`src/rtl/ws_burst_arbiter_pkg.sv`:
```
// Shared types and constants for the weight-stationary burst arbiter.
// Latency: none (declarations only).
// Backpressure: not applicable.
package ws_arb_pkg;

    typedef enum logic [1:0] {
        ST_IDLE  = 2'd0,
        ST_ARB   = 2'd1,
        ST_SETUP = 2'd2,
        ST_XFER  = 2'd3
    } state_t;

    localparam logic RW_LOAD   = 1'b0;
    localparam logic RW_UNLOAD = 1'b1;

    // Ceiling log2 for elaboration-time width derivation.
    function automatic int clog2(input int v);
        int r;
        r = 0;
        while ((1 << r) < v) begin
            r = r + 1;
        end
        return r;
    endfunction

endpackage

```
`src/rtl/ws_burst_arbiter_if.sv`:
```
// Bundles the core request lines and the SRAM beat channel of the burst arbiter.
// Latency: none (wires only).
// Backpressure: xfer_ready from the SRAM side stalls beats presented with xfer_valid.
interface ws_burst_arbiter_if #(
    parameter int NUM_CORES = 4,
    parameter int ADDR_W    = 6,
    parameter int BURST_W   = 6
);
    logic [NUM_CORES-1:0] req_w;
    logic                 xfer_ready;
    logic [NUM_CORES-1:0] grant;
    logic [BURST_W-1:0]   burst;
    logic                 rw;
    logic [ADDR_W-1:0]    addr;
    logic                 xfer_valid;
    logic                 done;
    logic [NUM_CORES-1:0] phase;

    // Arbiter side: consumes requests and SRAM ready, drives the beat channel.
    modport master (
        input  req_w, xfer_ready,
        output grant, burst, rw, addr, xfer_valid, done, phase
    );

    // Core/SRAM side: drives requests and ready, observes the beat channel.
    modport slave (
        output req_w, xfer_ready,
        input  grant, burst, rw, addr, xfer_valid, done, phase
    );
endinterface

```
`src/rtl/ws_burst_arbiter_rr_picker.sv`:
```
// Combinational winner select: round-robin from ptr (RR=1) or highest index (RR=0).
// Latency: zero cycles, purely combinational.
// Backpressure: none; caller samples the result when it wants it.
module ws_rr_picker #(
    parameter int N  = 4,
    parameter bit RR = 1'b1,
    parameter int IW = ws_arb_pkg::clog2(N)
) (
    input  logic [N-1:0]  req,
    input  logic [IW-1:0] ptr,
    output logic [N-1:0]  win_oh,
    output logic [IW-1:0] win_idx
);
    logic found;

    // Scan requests for the winner, then expand its index to one-hot.
    always_comb begin
        found   = 1'b0;
        win_idx = '0;
        if (RR) begin
            for (int i = 0; i < N; i++) begin
                if (!found && req[(int'(ptr) + i) % N]) begin
                    found   = 1'b1;
                    win_idx = IW'((int'(ptr) + i) % N);
                end
            end
        end else begin
            for (int i = 0; i < N; i++) begin
                if (req[i]) begin
                    found   = 1'b1;
                    win_idx = IW'(i);
                end
            end
        end
        win_oh = found ? ({{(N-1){1'b0}}, 1'b1} << win_idx) : '0;
    end

endmodule

```
`src/rtl/ws_burst_arbiter.sv`:
```
// Grants one core a weight-buffer burst, alternating LOAD/UNLOAD per core, with windowed addresses.
// Latency: req sampled at E0, grant after E1, first beat after E2; done one cycle after last accept.
// Backpressure: beats hold addr/rw while xfer_ready is low; requests are ignored outside IDLE.
module ws_burst_arbiter
    import ws_arb_pkg::*;
#(
    parameter int NUM_CORES  = 4,
    parameter int ADDR_W     = 6,
    parameter int BURST_W    = 6,
    parameter int LOAD_LEN   = 16,
    parameter int UNLOAD_LEN = 16,
    parameter bit RR_MODE    = 1'b1
) (
    input  logic             clk,
    input  logic             reset,
    ws_burst_arbiter_if.master bus
);
    localparam int IDX_W = clog2(NUM_CORES);
    localparam int OFF_W = ADDR_W - IDX_W;

    state_t               state;
    state_t               state_nxt;
    logic [NUM_CORES-1:0] req_reg;
    logic [IDX_W-1:0]     rr_ptr;
    logic [IDX_W-1:0]     idx;
    logic [BURST_W-1:0]   beat;

    logic [NUM_CORES-1:0] grant_q;
    logic [BURST_W-1:0]   burst_q;
    logic                 rw_q;
    logic [ADDR_W-1:0]    addr_q;
    logic                 vld_q;
    logic                 done_q;
    logic [NUM_CORES-1:0] phase_q;

    logic [NUM_CORES-1:0] pick_oh;
    logic [IDX_W-1:0]     pick_idx;

    logic sample_req;
    logic do_arb;
    logic do_setup;
    logic beat_acc;
    logic last_beat;

    ws_rr_picker #(
        .N  (NUM_CORES),
        .RR (RR_MODE),
        .IW (IDX_W)
    ) u_picker (
        .req     (req_reg),
        .ptr     (rr_ptr),
        .win_oh  (pick_oh),
        .win_idx (pick_idx)
    );

    // State register; reset abandons any in-flight burst.
    always_ff @(posedge clk) begin
        if (reset) begin
            state <= ST_IDLE;
        end else begin
            state <= state_nxt;
        end
    end

    // Next-state: one cycle each in ARB and SETUP, XFER until the last beat is accepted.
    always_comb begin
        state_nxt = state;
        case (state)
            ST_IDLE:  if (|bus.req_w) state_nxt = ST_ARB;
            ST_ARB:   state_nxt = ST_SETUP;
            ST_SETUP: state_nxt = ST_XFER;
            ST_XFER:  if (last_beat) state_nxt = ST_IDLE;
            default:  state_nxt = ST_IDLE;
        endcase
    end

    // Per-state control strobes that steer the datapath registers.
    always_comb begin
        sample_req = (state == ST_IDLE) && (|bus.req_w);
        do_arb     = (state == ST_ARB);
        do_setup   = (state == ST_SETUP);
        beat_acc   = (state == ST_XFER) && vld_q && bus.xfer_ready;
        last_beat  = beat_acc && (beat == burst_q - 1'b1);
    end

    // Datapath: latch requests, register the winner, run the beat counter, flip phase on completion.
    always_ff @(posedge clk) begin
        if (reset) begin
            req_reg <= '0;
            rr_ptr  <= '0;
            idx     <= '0;
            beat    <= '0;
            grant_q <= '0;
            burst_q <= '0;
            rw_q    <= RW_LOAD;
            addr_q  <= '0;
            vld_q   <= 1'b0;
            done_q  <= 1'b0;
            phase_q <= '0;
        end else begin
            done_q <= 1'b0;
            if (sample_req) begin
                req_reg <= bus.req_w;
            end
            if (do_arb) begin
                grant_q <= pick_oh;
                idx     <= pick_idx;
                rr_ptr  <= (pick_idx == IDX_W'(NUM_CORES - 1)) ? '0 : pick_idx + 1'b1;
            end
            if (do_setup) begin
                burst_q <= phase_q[idx] ? BURST_W'(UNLOAD_LEN) : BURST_W'(LOAD_LEN);
                rw_q    <= phase_q[idx] ? RW_UNLOAD : RW_LOAD;
                addr_q  <= ADDR_W'(idx) << OFF_W;
                beat    <= '0;
                vld_q   <= 1'b1;
            end
            if (beat_acc) begin
                if (last_beat) begin
                    vld_q        <= 1'b0;
                    grant_q      <= '0;
                    burst_q      <= '0;
                    phase_q[idx] <= ~phase_q[idx];
                    done_q       <= 1'b1;
                end else begin
                    addr_q <= addr_q + 1'b1;
                    beat   <= beat + 1'b1;
                end
            end
        end
    end

    assign bus.grant      = grant_q;
    assign bus.burst      = burst_q;
    assign bus.rw         = rw_q;
    assign bus.addr       = addr_q;
    assign bus.xfer_valid = vld_q;
    assign bus.done       = done_q;
    assign bus.phase      = phase_q;

endmodule

```
`src/flat_wrapper.sv`:
```
// flat-port wrapper written by rule: the top's interface ports become plain ports
module ws_burst_arbiter_flat import ws_arb_pkg::*;
#(
    parameter int NUM_CORES  = 4,
    parameter int ADDR_W     = 6,
    parameter int BURST_W    = 6,
    parameter int LOAD_LEN   = 16,
    parameter int UNLOAD_LEN = 16,
    parameter bit RR_MODE    = 1'b1
)
  (clk, reset, bus_req_w, bus_xfer_ready, bus_grant, bus_burst, bus_rw, bus_addr, bus_xfer_valid, bus_done, bus_phase);
  ws_burst_arbiter_if #(.NUM_CORES(NUM_CORES), .ADDR_W(ADDR_W), .BURST_W(BURST_W)) bus_i ();
  input  logic clk;
  input  logic reset;
  input wire logic [$bits(bus_i.req_w)-1:0] bus_req_w;
  input wire logic [$bits(bus_i.xfer_ready)-1:0] bus_xfer_ready;
  output wire logic [$bits(bus_i.grant)-1:0] bus_grant;
  output wire logic [$bits(bus_i.burst)-1:0] bus_burst;
  output wire logic [$bits(bus_i.rw)-1:0] bus_rw;
  output wire logic [$bits(bus_i.addr)-1:0] bus_addr;
  output wire logic [$bits(bus_i.xfer_valid)-1:0] bus_xfer_valid;
  output wire logic [$bits(bus_i.done)-1:0] bus_done;
  output wire logic [$bits(bus_i.phase)-1:0] bus_phase;
  assign bus_i.req_w = bus_req_w;
  assign bus_i.xfer_ready = bus_xfer_ready;
  assign bus_grant = bus_i.grant;
  assign bus_burst = bus_i.burst;
  assign bus_rw = bus_i.rw;
  assign bus_addr = bus_i.addr;
  assign bus_xfer_valid = bus_i.xfer_valid;
  assign bus_done = bus_i.done;
  assign bus_phase = bus_i.phase;
  ws_burst_arbiter #(.NUM_CORES(NUM_CORES), .ADDR_W(ADDR_W), .BURST_W(BURST_W), .LOAD_LEN(LOAD_LEN), .UNLOAD_LEN(UNLOAD_LEN), .RR_MODE(RR_MODE)) u_core (.clk(clk), .reset(reset), .bus(bus_i));
endmodule
```
`config.mk`:
```
export PLATFORM = sky130hd
export DESIGN_NAME = ws_burst_arbiter_flat
export DESIGN_NICKNAME = d
export VERILOG_FILES = /design/src/rtl/ws_burst_arbiter_pkg.sv /design/src/rtl/ws_burst_arbiter_if.sv /design/src/rtl/ws_burst_arbiter_rr_picker.sv /design/src/rtl/ws_burst_arbiter.sv /design/src/flat_wrapper.sv
export SDC_FILE = /design/constraint.sdc
export NUM_CORES = 1
export LEC_CHECK = 0
export CAP_MARGIN = 40
export CORE_MARGIN = 3
export CORE_UTILIZATION = 35
export CTS_BUF_LIST = sky130_fd_sc_hd__clkbuf_8
export CTS_CLUSTER_SIZE = 30
export DETAILED_ROUTE_END_ITERATION = 6
export PLACE_DENSITY = 0.6
export SLEW_MARGIN = 10
export SYNTH_ARGS = -nofsm -noshare
export SYNTH_HDL_FRONTEND = slang
export SYNTH_SLANG_ARGS = --single-unit
```
`constraint.sdc`:
```
create_clock -name clk -period 2.45 [get_ports clk]
set_input_delay 0.245 -clock clk [delete_from_list [all_inputs] [get_ports clk]]
set_output_delay 0.245 -clock clk [all_outputs]
set_load 0.005 [all_outputs]
```
run_1/registers.png
Scale bar: 20 um.
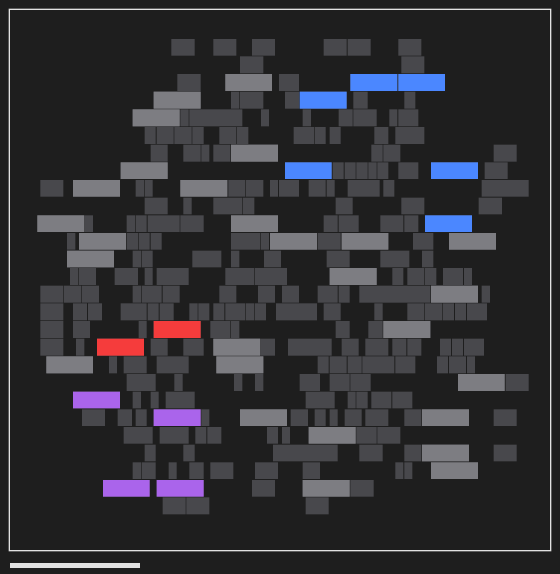
u_core.bus.grant: in purple, sequential cells 4, where lower left. u_core.bus.addr: in blue, sequential cells 6. u_core.rr_ptr: in red, sequential cells 2.
Another 27 sequential cells are not coloured.
Reg area: 780.7 um2
Seq group: 0.794 mW
Seq area share: 0.3028
Util after Layout: 0.4571

run_1/zoom.png
Scale bar: 10 um. Window x 8 to 33, y 8 to 33 um. Cells in grey, sequential cells in the stronger grey; small squares are vias.
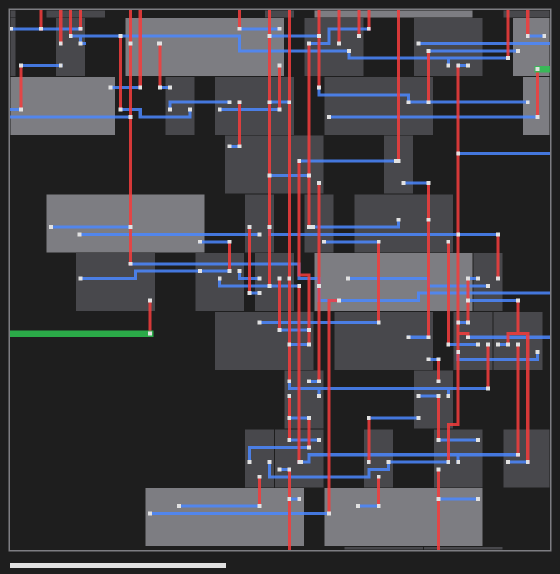
met1: in blue. met3: in green. met2: in red.
Most frequent: nor2_1 (6), dfxtp_1 (6). Netlist names of flops here include u_core.bus.grant (4). Sequential cells in the window: 6. 32 logic cells have their middle in the window.

run_1/final_congestion.png
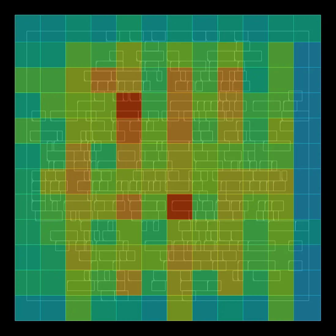
met2 GRT Util: 0.2128
wire length per cell: 13.06 um
GR Layer Usage met3: 0.04167

==> results.py, run 1 <==
# Metrics from the implementation run
metrics = {
    "outcome": {
        "outcome": "completed",
    },
    "cts": {
        "cts_tree": "yes",
        "cts_made_buffers": 5,
        "cts_buffer_depth": 2,
        "clkLatencyLatePin_ns": 0.30,
        "cts_max_level": 2,
        "cts_sinks": 39,
        "cts_root_buffer": "clkbuf_8",
        "clkTransAtPathRegs_ns": 0.08,
    },
    "global_route": {
        "grt_pass1_wl_um": 7548,
        "grt_max_degree": 50,
        "track_usage": 0.1301,
        "antenna_found_initial": 0,
        "overflow": 0,
        "grt_pass1_vias": 1600,
    },
    "timing": {
        "grt_setup_unrepaired": "no",
        "skew_ns": 0.009381,
        "final_hold_viol_count": 0,
        "post-route-min-period_ns": 2.260,
        "relSlewSlack": 0.4406,
        "final-setup-viol-count": 0,
        "tns_ns": 0,
        "worstMarginPinSlew_ns": 0.8391,
        "slew_viol_final": 0,
        "finalClockPeriodUsage": 0.9225,
        "fmax_mhz": 442.5,
    },
    "critical_path": {
        "crit_buf_inv": 1,
        "cp_cell_sequence": "inv_1 -> ha_1 -> xnor2_1 -> a2111oi_4 -> nand3_4 -> or4_1 -> a21oi_1",
        "rr_endpoint": "u_core.bus.phase[3]$_SDFFE_PP0P_",
        "cp_top_family": "simple AND/OR/NAND/NOR gates",
        "arrival_ns": 2.49,
        "crit_slowest_cell": "a2111oi_4",
        "timing.rr.start": "u_core.bus.burst[1]$_SDFF_PP0_",
        "crit_type": "reg2reg",
        "worstSetupEndpointType": "flip-flop",
        "crit_path_end": "u_core.bus.phase[3]$_SDFFE_PP0P_",
        "crit_cells": 7,
        "ff2ff_path_depth": 7,
        "crit_start": "u_core.bus.burst[1]$_SDFF_PP0_",
        "cp_max_fo": 11,
        "crit_required_ns": 2.68,
        "regToRegSetupSlack_ns": 0.19,
        "critPathLaunchType": "flip-flop",
        "worst_path_largest_cell_delay_ns": 0.48,
    },
    "worst_hold_path": {
        "hold_end": "u_core.bus.burst[0]$_SDFF_PP0_",
        "min_path_type": "reg2reg",
        "whs_path_depth": 2,
        "worstHoldStart": "u_core.bus.burst[0]$_SDFF_PP0_",
    },
    "synthesis": {
        "ys_chip_area_um2": 2090,
        "floorplan.nets": 253,
        "async_reset_ff_frac": 0,
        "synth_flops": 39,
        "ys_warn_count": 0,
        "avgSynthCellArea_um2": 8.892,
        "ys_cells": 235,
        "syn_inst": 235,
        "synth_top_flop_cell": "dfxtp_1",
        "syn-cell-area_um2": 2090,
        "synth-seq-area-share": 0.3737,
        "synth.distinct_cells": 47,
        "edf_count": 0,
    },
    "final_layout": {
        "layout_top_cell": "dfxtp_1",
        "drive_above_1_share": 0.08015,
        "num_antenna_cells": 0,
        "syn_to_final_growth_pct": 23.41,
        "final_layout_top_logic_cells": "dfxtp_1, clkdlybuf4s50_1, nor2_1, inv_1, a21oi_1",
        "fillers": 559,
        "fin_nets": 279,
        "combGateArea_um2": 1190,
    },
    "floorplan": {
        "coreArea_um2": 5642,
        "io_pins": 30,
        "die_h_um": 83.27,
        "die-area_um2": 6933,
        "die_w_um": 83.27,
        "fp-row-count": 27,
        "initCoreUtil": 0.3704,
    },
    "route": {
        "final_antenna_net_count": 0,
        "drt-total-wl_um": 4362,
        "drc": 0,
        "first_iter_violations": 103,
        "vias_per_cell": 5.287,
        "vias": 1766,
        "firstDrtPassIters": 5,
    },
    "place": {
        "gp_congestion": 0.7454,
        "dp_hpwl_um": 2957,
        "port_buffers": 29,
    },
    "run": {
        "max_cap_violations": 0,
        "tool_warnings": 32,
    },
    "power_and_ir_drop": {
        "power.density_nw_per_um2": 726.5,
        "ir_drop_mv": 0.4500,
        "p_leak_nw": 0.9090,
    },
}
-- run 1: worst register-to-register path, cell delays in order (launching register included) --
cell	delay [ns]
dfxtp_1	0.40
inv_1	0.08
ha_1	0.28
xnor2_1	0.17
a2111oi_4	0.48
nand3_4	0.21
or4_1	0.43
a21oi_1	0.15
-- run 1: what timing repair did --
action / 4_1_cts / 5_1_grt
hold endpoints to repair: 0 / 0
setup endpoints to repair: 0 / 16
hold buffers: 0 / 0
buffers inserted: 0 / 0
gates resized: 0 / 3
-- run 1: logic make-up (layout without fill, tap and decap cells) --
| kind of cell | Yosys count | count (layout) | synth area share |
|---|---|---|---|
| simple gates | 89 | 89 | 0.2539 |
| compound gates | 50 | 50 | 0.1683 |
| flops | 39 | 39 | 0.3737 |
| buf+inv | 31 | 58 | 0.06467 |
| fa+ha+maj | 11 | 11 | 0.06587 |
| mux | 8 | 8 | 0.04431 |
| xor+xnor | 7 | 7 | 0.02934 |
-- run 1: synth_stat cells, types with 3 or more instances --
| master | instances | area share |
|---|---|---|
| nor4bb_1 | 4 | 0.019 |
| o31ai_1 | 4 | 0.014 |
| o41ai_1 | 4 | 0.017 |
| clkbuf_1 | 9 | 0.016 |
| ha_1 | 11 | 0.066 |
| nand2b_1 | 5 | 0.015 |
| or4_1 | 5 | 0.018 |
| a22oi_1 | 4 | 0.014 |
| nand2_1 | 7 | 0.013 |
| nor3_1 | 9 | 0.022 |
| a21oi_1 | 15 | 0.036 |
| o21ai_0 | 9 | 0.022 |
| mux2i_1 | 7 | 0.034 |
| inv_1 | 16 | 0.029 |
| buf_1 | 3 | 0.0054 |
| xnor2_1 | 5 | 0.021 |
| nand3_1 | 5 | 0.012 |
| nor3b_1 | 9 | 0.032 |
| dfxtp_1 | 39 | 0.37 |
| nor2_1 | 21 | 0.038 |
| a211oi_1 | 3 | 0.011 |
| nor2b_1 | 6 | 0.018 |
| and3_1 | 3 | 0.0090 |
-- run 1: through the flow --
stage               cells  hold WS [ns]  worst slack (ns)  power (mW)  area (um2)
global placement      326        0.4656            0.1743       1.319        2445
detailed placement    326        0.4707            0.1134       1.324        2445
global route          334        0.5132           0.04178       2.004        2579
floorplan             235        0.4076            0.2717       1.160        2090
finish                334        0.4752            0.1899       1.874        2579
CTS                   334        0.4823           0.09948       1.889        2562
-- run 1: routing by layer --
| metal | vias up | global-route usage | wire, um |
|---|---|---|---|
| li1 | 899 | - | - |
| met4 | 0 | 0.03120 | 45 |
| met5 | - | 0 | 0 |
| met3 | 7 | 0.04167 | 196 |
| met2 | 29 | 0.2128 | 2012 |
| met1 | 831 | 0.1661 | 2107 |
-- run 1: power breakdown --
part           leakage, nW  internal, mW  switching, mW
registers            0.316         0.708         0.0862
clock network       0.0612         0.330          0.239
logic                0.532         0.233          0.278
-- run 1: final cells by class --
| type | instances | share of cell area |
|---|---|---|
| Multi-Input combinational cell | 165 | 0.4614 |
| Inverter | 16 | 0.02329 |
| Tap cell | 72 | 0.03493 |
| Clock buffer | 6 | 0.03202 |
| Timing Repair Buffer | 34 | 0.1320 |
| Sequential cell | 39 | 0.3028 |
| Clock inverter | 2 | 0.01359 |
run_1/gate_families.png
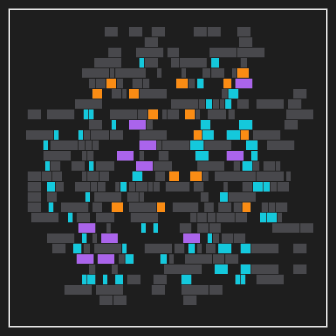

==> inputs of run 2 (changes only) <==
--- a/config.mk
+++ b/config.mk
@@ -5,13 +5,16 @@
 export SDC_FILE = /design/constraint.sdc
 export NUM_CORES = 1
 export LEC_CHECK = 0
+export ABC_AREA = 1
 export CAP_MARGIN = 40
-export CORE_MARGIN = 3
+export CELL_PAD_IN_SITES_DETAIL_PLACEMENT = 1
+export CELL_PAD_IN_SITES_GLOBAL_PLACEMENT = 1
+export CORE_MARGIN = 4
 export CORE_UTILIZATION = 35
 export CTS_BUF_LIST = sky130_fd_sc_hd__clkbuf_8
 export CTS_CLUSTER_SIZE = 30
 export DETAILED_ROUTE_END_ITERATION = 6
-export PLACE_DENSITY = 0.6
+export PLACE_DENSITY = 0.78
 export SLEW_MARGIN = 10
 export SYNTH_ARGS = -nofsm -noshare
 export SYNTH_HDL_FRONTEND = slang
run_2/gate_families.png
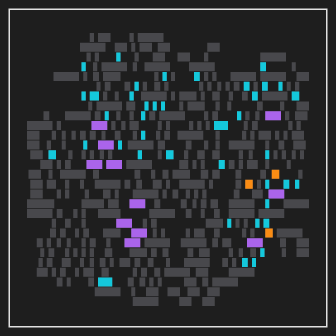
NOR gates: in cyan, cells 40. AND and OR gates: in orange, cells 3. adder and majority cells: in purple, cells 11.

run_2/registers.png
Scale bar: 20 um.
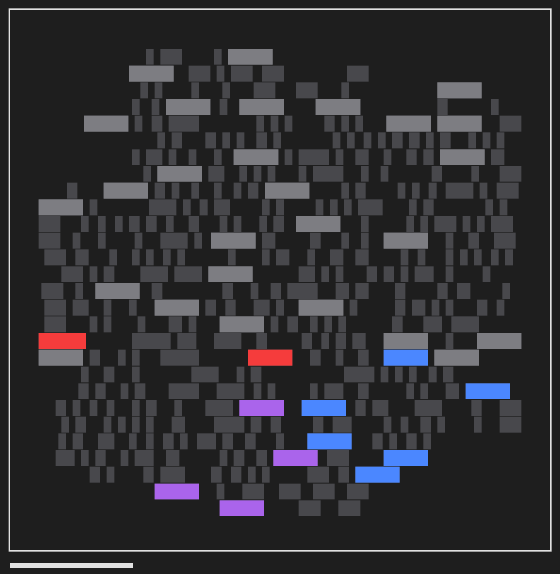
Seq group: 0.867 mW
Reg area: 782.0 um2
Util after Layout: 0.4451
Seq area share: 0.2899

==> results.py, run 2 <==
# Metrics from the implementation run
metrics = {
    "outcome": {
        "outcome": "completed",
    },
    "critical_path": {
        "crit_type": "reg2reg",
        "critPathLaunchType": "flip-flop",
        "worstSetupEndpointType": "flip-flop",
        "crit_required_ns": 2.63,
        "arrival_ns": 2.28,
        "cp_max_fo": 14,
    },
    "floorplan": {
        "fp-row-count": 28,
        "io_pins": 30,
        "initCoreUtil": 0.3683,
        "die-area_um2": 7719,
        "coreArea_um2": 6061,
        "die_h_um": 87.86,
        "die_w_um": 87.86,
    },
    "route": {
        "vias_per_cell": 4.952,
        "firstDrtPassIters": 4,
        "final_antenna_net_count": 0,
        "drc": 0,
        "avgRoutedWirePerCell_um": 12.86,
        "drt-total-wl_um": 5657,
        "first_iter_violations": 36,
        "vias": 2179,
    },
    "power_and_ir_drop": {
        "clkPwrFrac": 0.193,
        "switchingPower_mw": 1.093,
        "power_frac_seq": 0.343,
        "power.density_nw_per_um2": 935.9,
        "p_leak_nw": 1.147,
        "p_int_mw": 1.431,
        "ir_drop_mv": 0.5240,
        "comb_power_share": 0.464,
        "switching_share": 0.4331,
    },
    "final_layout": {
        "final_cell_area_um2": 2698,
        "drive_above_1_share": 0.08767,
        "final_cells": 440,
        "fin_nets": 382,
        "final_layout_top_logic_cells": "nand2_1, inv_1, dfxtp_1, clkdlybuf4s50_1, nand3_1",
        "num_antenna_cells": 0,
        "syn_to_final_growth_pct": 20.85,
        "layout_top_cell": "nand2_1",
    },
    "timing": {
        "slew_viol_final": 0,
        "worstMarginPinSlew_ns": 0.4144,
        "whs_ns": 0.4693,
        "grt_setup_unrepaired": "no",
        "final_hold_viol_count": 0,
        "skew_ns": 0.007885,
        "tns_ns": 0,
        "post-route-min-period_ns": 2.096,
        "fmax_mhz": 477.0,
        "relSlewSlack": 0.7235,
        "final-setup-viol-count": 0,
        "finalClockPeriodUsage": 0.8557,
    },
    "synthesis": {
        "ys_cells": 331,
        "ys_warn_count": 0,
        "ys_sh_mux": 0,
        "synth_flops": 39,
        "syn-cell-area_um2": 2232,
        "compound_area_frac": 0.1009,
        "synth-seq-area-share": 0.3498,
        "edf_count": 0,
        "synth_top_flop_cell": "dfxtp_1",
        "synth-xor-area-share": 0.02354,
        "synth_adder_area_share": 0.06166,
        "synth.largest_area_cell": "dfxtp_1",
        "synth.area.top_cells": "dfxtp_1, nand2_1, inv_1, ha_1, nand3_1",
        "common_cells": "nand2_1, inv_1, dfxtp_1",
        "synth_top_area_share": 0.3498,
        "yosys.area_share.simple": 0.3660,
        "synth.distinct_cells": 32,
        "syn_inst": 331,
        "avgSynthCellArea_um2": 6.744,
        "yosysMostFrequentCell": "nand2_1",
        "ys_top_logic_family": "simple AND/OR/NAND/NOR gates",
        "ys_chip_area_um2": 2232,
        "floorplan.nets": 349,
        "async_reset_ff_frac": 0,
    },
    "cts": {
        "clkLatencyLatePin_ns": 0.30,
        "clkTransAtPathRegs_ns": 0.08,
        "cts_sinks": 39,
        "cts_buffer_depth": 2,
        "cts_tree": "yes",
        "cts_root_buffer": "clkbuf_8",
        "cts_max_level": 2,
        "cts_made_buffers": 5,
        "post_cts_buffers": 0,
    },
    "place": {
        "dp.cells": 432,
        "port_buffers": 29,
        "placed_area_um2": 2596,
        "dp_hpwl_um": 4490,
        "gp_congestion": 0.8009,
    },
    "run": {
        "max_cap_violations": 0,
        "tool_warnings": 32,
    },
    "worst_hold_path": {
        "min_path_type": "reg2reg",
    },
    "global_route": {
        "antenna_found_initial": 0,
        "grt_pass1_vias": 2251,
        "track_usage": 0.1652,
        "grt_max_degree": 15,
        "grt_pass1_wl_um": 10110,
        "overflow": 0,
    },
}
[run 2: netlist changes by cell type in the layout (fill, tap and decap cells not counted), sizes merged, moves of 5 or more]
cell / change
mux2i: -7
nand3: +24
o21ai: +7
nor3b: -8
or4: -5
nor2: +8
nor2b: -6
nand2: +96
a21oi: +8
nand2b: -5
inv: +32
[run 2: path summary, 6_finish.rpt]
kind                                  start                        endpoint  slack (ns)  cells after the start
max           u_core.rr_ptr[0]$_SDFFE_PP0N_   u_core.rr_ptr[1]$_SDFFE_PP0N_        0.35                     12
min          u_core.bus.grant[2]$_SDFF_PP0_  u_core.bus.grant[2]$_SDFF_PP0_        0.47                      2
max reg2reg   u_core.rr_ptr[0]$_SDFFE_PP0N_   u_core.rr_ptr[1]$_SDFFE_PP0N_        0.35                     12
min reg2reg  u_core.bus.grant[2]$_SDFF_PP0_  u_core.bus.grant[2]$_SDFF_PP0_        0.47                      2
[run 2: critical path: stages (launching register included)]
cell,delay (ns)
dfxtp_2,0.47
inv_1,0.10
o21ai_0,0.26
nand2_1,0.08
nand2_1,0.12
nor2_4,0.06
nand3_1,0.08
nand3_1,0.10
nand2_2,0.11
inv_1,0.08
ha_1,0.29
o21ai_0,0.17
a21oi_1,0.05
[run 2: area by class of cell]
class,instances,area (um2)
fillers,809,3363
multi-input cells,239,1232
flip-flops and latches,39,782.0
repair buffers,32,312.8
inverters,47,176.4
clock buffers,7,96.34
well taps,75,93.84
clock inverters,1,3.754
[run 2: repair_timing]
item,4_1_cts,5_1_grt
gates resized,0,1
setup endpoints to repair,0,1
hold buffers,0,0
[run 2: kinds of logic after synthesis]
kind of cell	count (synthesis)
buffers and inverters	53
XOR/XNOR	6
adder cells (fa/ha/maj)	11
AND/OR/NAND/NOR	180
AND-OR/OR-AND	42
flip-flops	39
[run 2: through the flow]
step,total power [mW],worst slack [ns]
2_1_floorplan,1.720,0.6181
3_3_place_gp,1.987,0.3775
3_5_place_dp,2.053,0.1978
4_1_cts,2.557,0.1869
5_1_grt,2.784,0.1283
6_report,2.525,0.3536
[run 2: power groups by stage]
stage | clock [mW] | sequential (mW) | combinational (mW)
2_1_floorplan | 0 | 0.835 | 0.885
4_1_cts | 0.505 | 0.867 | 1.19
3_5_place_dp | 0 | 0.882 | 1.17
6_report | 0.486 | 0.867 | 1.17
3_3_place_gp | 0 | 0.873 | 1.11
5_1_grt | 0.540 | 0.886 | 1.36
[run 2: routing by layer]
layer / part of all wire / GRT usage / up-vias / routed length (um)
li1: - / - / 1120 / -
met1: 0.46 / 0.2026 / 1023 / 2578
met2: 0.50 / 0.2829 / 30 / 2831
met3: 0.032 / 0.04139 / 6 / 180
met4: 0.012 / 0.05300 / 0 / 67
met5: 0 / 0 / - / 0
run_2/port_nets.png
Scale bar: 20 um.
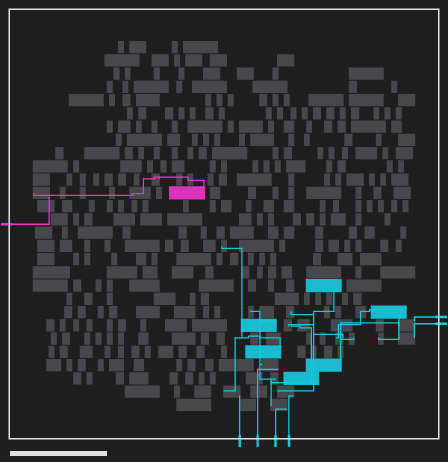

==> inputs of run 3 (changes only) <==
--- a/config.mk
+++ b/config.mk
@@ -9,12 +9,12 @@
 export CAP_MARGIN = 40
 export CELL_PAD_IN_SITES_DETAIL_PLACEMENT = 1
 export CELL_PAD_IN_SITES_GLOBAL_PLACEMENT = 1
-export CORE_MARGIN = 4
+export CORE_MARGIN = 10
 export CORE_UTILIZATION = 35
 export CTS_BUF_LIST = sky130_fd_sc_hd__clkbuf_8
 export CTS_CLUSTER_SIZE = 30
 export DETAILED_ROUTE_END_ITERATION = 6
-export PLACE_DENSITY = 0.78
+export PLACE_DENSITY = 0.8
 export SLEW_MARGIN = 10
 export SYNTH_ARGS = -nofsm -noshare
 export SYNTH_HDL_FRONTEND = slang
==> constraint.sdc (replaced) <==
create_clock -name clk -period 1.82 [get_ports clk]
set_input_delay 0.182 -clock clk [delete_from_list [all_inputs] [get_ports clk]]
set_output_delay 0.182 -clock clk [all_outputs]
set_load 0.005 [all_outputs]
run_3/port_nets.png
Scale bar: 20 um.
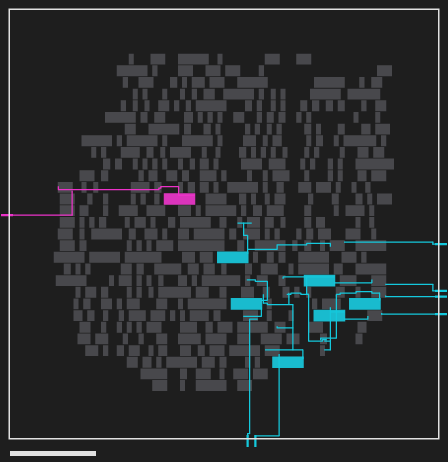
bus_xfer_valid: in magenta, direction output, edge left, end cells 1, buffers 1, wire 54.8 um. bus_addr: in cyan, direction output, edge 4 right, 2 bottom, end cells 6, buffers 6, wire 298 um.
IO Count: 30
Buffers on Ports: 29

==> results.py, run 3 <==
# Metrics from the implementation run
metrics = {
    "outcome": {
        "outcome": "finished with violations",
        "failed_checks": "negative setup slack",
    },
    "power_and_ir_drop": {
        "p_leak_nw": 1.310,
        "switching_share": 0.4228,
        "power.density_nw_per_um2": 1377,
        "p_int_mw": 2.439,
        "comb_power_share": 0.550,
        "ir_drop_mv": 0.6974,
        "power_frac_seq": 0.276,
        "clkPwrFrac": 0.174,
        "switchingPower_mw": 1.787,
        "p_total_mw": 4.226,
    },
    "cts": {
        "cts_hold_buf": 0,
        "cts_buffer_depth": 2,
        "cts_made_buffers": 5,
        "cts_tree": "yes",
        "cts_root_buffer": "clkbuf_8",
        "clkTransAtPathRegs_ns": 0.08,
        "clkLatencyLatePin_ns": 0.30,
        "cts_max_level": 2,
        "cts_sinks": 39,
    },
    "route": {
        "avgRoutedWirePerCell_um": 13.94,
        "drt-total-wl_um": 6467,
        "drc": 0,
        "vias": 2309,
        "firstDrtPassIters": 4,
        "first_iter_violations": 65,
        "vias_per_cell": 4.976,
        "final_antenna_net_count": 0,
    },
    "floorplan": {
        "fp-row-count": 29,
        "die_h_um": 99.86,
        "coreArea_um2": 6277,
        "initCoreUtil": 0.3556,
        "die_w_um": 99.86,
        "die-area_um2": 9972,
    },
    "synthesis": {
        "synth.area.top_cells": "dfxtp_1, nand2_1, inv_1, ha_1, nand3_1",
        "ys_warn_count": 0,
        "edf_count": 0,
        "synth.distinct_cells": 32,
        "synth.largest_area_cell": "dfxtp_1",
        "synth-seq-area-share": 0.3498,
        "avgSynthCellArea_um2": 6.744,
        "synth_top_area_share": 0.3498,
        "yosysMostFrequentCell": "nand2_1",
        "synth_top_flop_cell": "dfxtp_1",
        "ys_chip_area_um2": 2232,
        "common_cells": "nand2_1, inv_1, dfxtp_1",
        "floorplan.nets": 349,
        "syn_inst": 331,
        "syn-cell-area_um2": 2232,
        "ys_cells": 331,
        "async_reset_ff_frac": 0,
        "synth_flops": 39,
    },
    "timing": {
        "post-route-min-period_ns": 1.824,
        "grt_setup_unrepaired": "yes",
        "tns_ns": -0.004416,
        "skew_ns": 0.008396,
        "fin_ws_ns": -0.004416,
        "final_hold_viol_count": 0,
        "relSlewSlack": 0.6972,
        "slew_viol_final": 0,
        "fmax_mhz": 548.1,
        "finalClockPeriodUsage": 1.002,
        "worstMarginPinSlew_ns": 0.4538,
        "final-setup-viol-count": 1,
    },
    "critical_path": {
        "critPathLaunchType": "flip-flop",
        "crit_required_ns": 2.00,
        "crit_type": "reg2reg",
        "cp_max_fo": 8,
        "regToRegSetupSlack_ns": -0.004,
        "arrival_ns": 2.00,
        "worstSetupEndpointType": "flip-flop",
    },
    "worst_hold_path": {
        "min_path_type": "reg2reg",
    },
    "global_route": {
        "antenna_found_initial": 0,
        "grt_pass1_wl_um": 10930,
        "overflow": 0,
        "grt_max_degree": 15,
        "grt_pass1_vias": 2489,
        "track_usage": 0.1283,
    },
    "final_layout": {
        "fillers": 804,
        "drive_above_1_share": 0.2326,
        "combGateArea_um2": 1389,
        "final_cell_area_um2": 3069,
        "final_layout_top_logic_cells": "nand2_1, inv_1, dfxtp_1, clkdlybuf4s50_1, nor2_1",
        "seqCellArea_um2": 788.3,
        "syn_to_final_growth_pct": 37.50,
        "num_antenna_cells": 0,
        "layout_top_cell": "nand2_1",
        "fin_nets": 404,
    },
    "run": {
        "max_cap_violations": 0,
        "tool_warnings": 34,
    },
    "place": {
        "placed_area_um2": 2748,
        "dp_hpwl_um": 4980,
        "post-place-ws_ns": -0.1777,
        "gp_congestion": 0.8032,
    },
}
run_3/zoom.png
Scale bar: 10 um. Window x 12 to 37, y 12 to 37 um. Cells in grey, sequential cells in the stronger grey; small squares are vias.
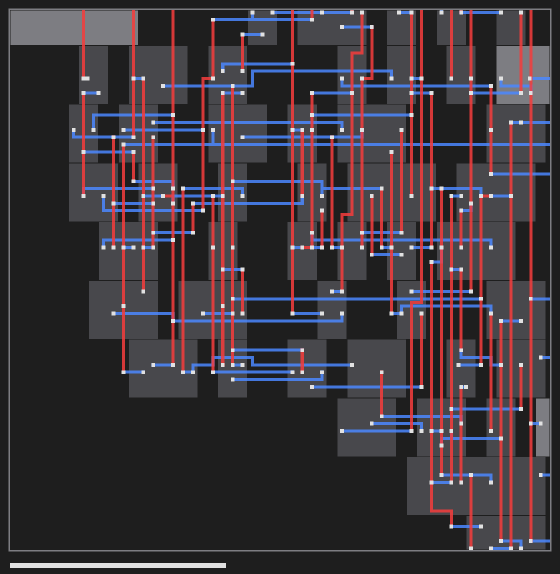

[run 3: layer usage]
layer / up-vias / part of all wire / global-route usage
met2: 25 / 0.54 / 0.2469
li1: 1158 / - / -
met5: - / 0 / 0
met1: 1120 / 0.42 / 0.1348
met4: 0 / 0.011 / 0.03528
met3: 6 / 0.032 / 0.02885
[run 3: final cells by class]
| cell class | instances | area share |
|---|---|---|
| Multi-Input combinational cell | 239 | 0.4525 |
| Sequential cell | 39 | 0.2568 |
| Timing Repair Buffer | 54 | 0.1635 |
| Inverter | 47 | 0.05911 |
| Tap cell | 77 | 0.03139 |
| Clock buffer | 5 | 0.02242 |
| Clock inverter | 3 | 0.01427 |
[run 3: worst paths after layout]
kind | end | depth (start not counted) | startpoint
worst max-delay path | u_core.rr_ptr[1]$_SDFFE_PP0N_ | 12 | u_core.rr_ptr[0]$_SDFFE_PP0N_
worst min-delay path | u_core.req_reg[3]$_SDFFE_PP0P_ | 2 | u_core.req_reg[3]$_SDFFE_PP0P_
worst max register to register | u_core.rr_ptr[1]$_SDFFE_PP0N_ | 12 | u_core.rr_ptr[0]$_SDFFE_PP0N_
worst min register to register | u_core.req_reg[3]$_SDFFE_PP0P_ | 2 | u_core.req_reg[3]$_SDFFE_PP0P_
[run 3: worst max-delay path: stages, from the launching register on]
cell      delay [ns]
dfxtp_4         0.41
buf_6           0.14
nand2_2         0.05
o211ai_1        0.11
nand2_1         0.15
nor2_4          0.18
nand3_2         0.10
nand3_2         0.08
nand2_2         0.07
inv_2           0.08
ha_4            0.19
o21ai_2         0.12
a21oi_2         0.04
[run 3: metrics by stage]
stage / hold slack, ns / utilization / std cells
floorplan: 0.3225 / - / 331
global placement: 0.4509 / 0.4377 / 452
detailed placement: 0.4567 / 0.4377 / 452
CTS: 0.4612 / 0.4704 / 463
global route: 0.4758 / 0.4889 / 464
finish: 0.4648 / 0.4889 / 464
[run 3: timing repair]
item	4_1_cts	5_1_grt
setup buffers	3	1
pin swaps	13	9
endpoints found under the setup margin	10	27
resized	27	29
[run 3: power groups by stage]
stage / registers [mW] / clock network (mW) / logic [mW]
after floorplan: 1.13 / 0 / 1.19
after global placement: 1.17 / 0 / 1.77
after detailed placement: 1.18 / 0 / 1.83
after CTS: 1.17 / 0.754 / 2.21
after global routing: 1.19 / 0.780 / 2.60
final: 1.17 / 0.737 / 2.32
[run 3: cells by family after synthesis]
group	count (synthesis)	share of synthesized area
AND-OR/OR-AND	42	0.1009
XOR/XNOR	6	0.02354
adder cells (fa/ha/maj)	11	0.06166
buffers and inverters	53	0.09809
flip-flops	39	0.3498
AND/OR/NAND/NOR	180	0.3660
Power and IR drop assume default switching activity.
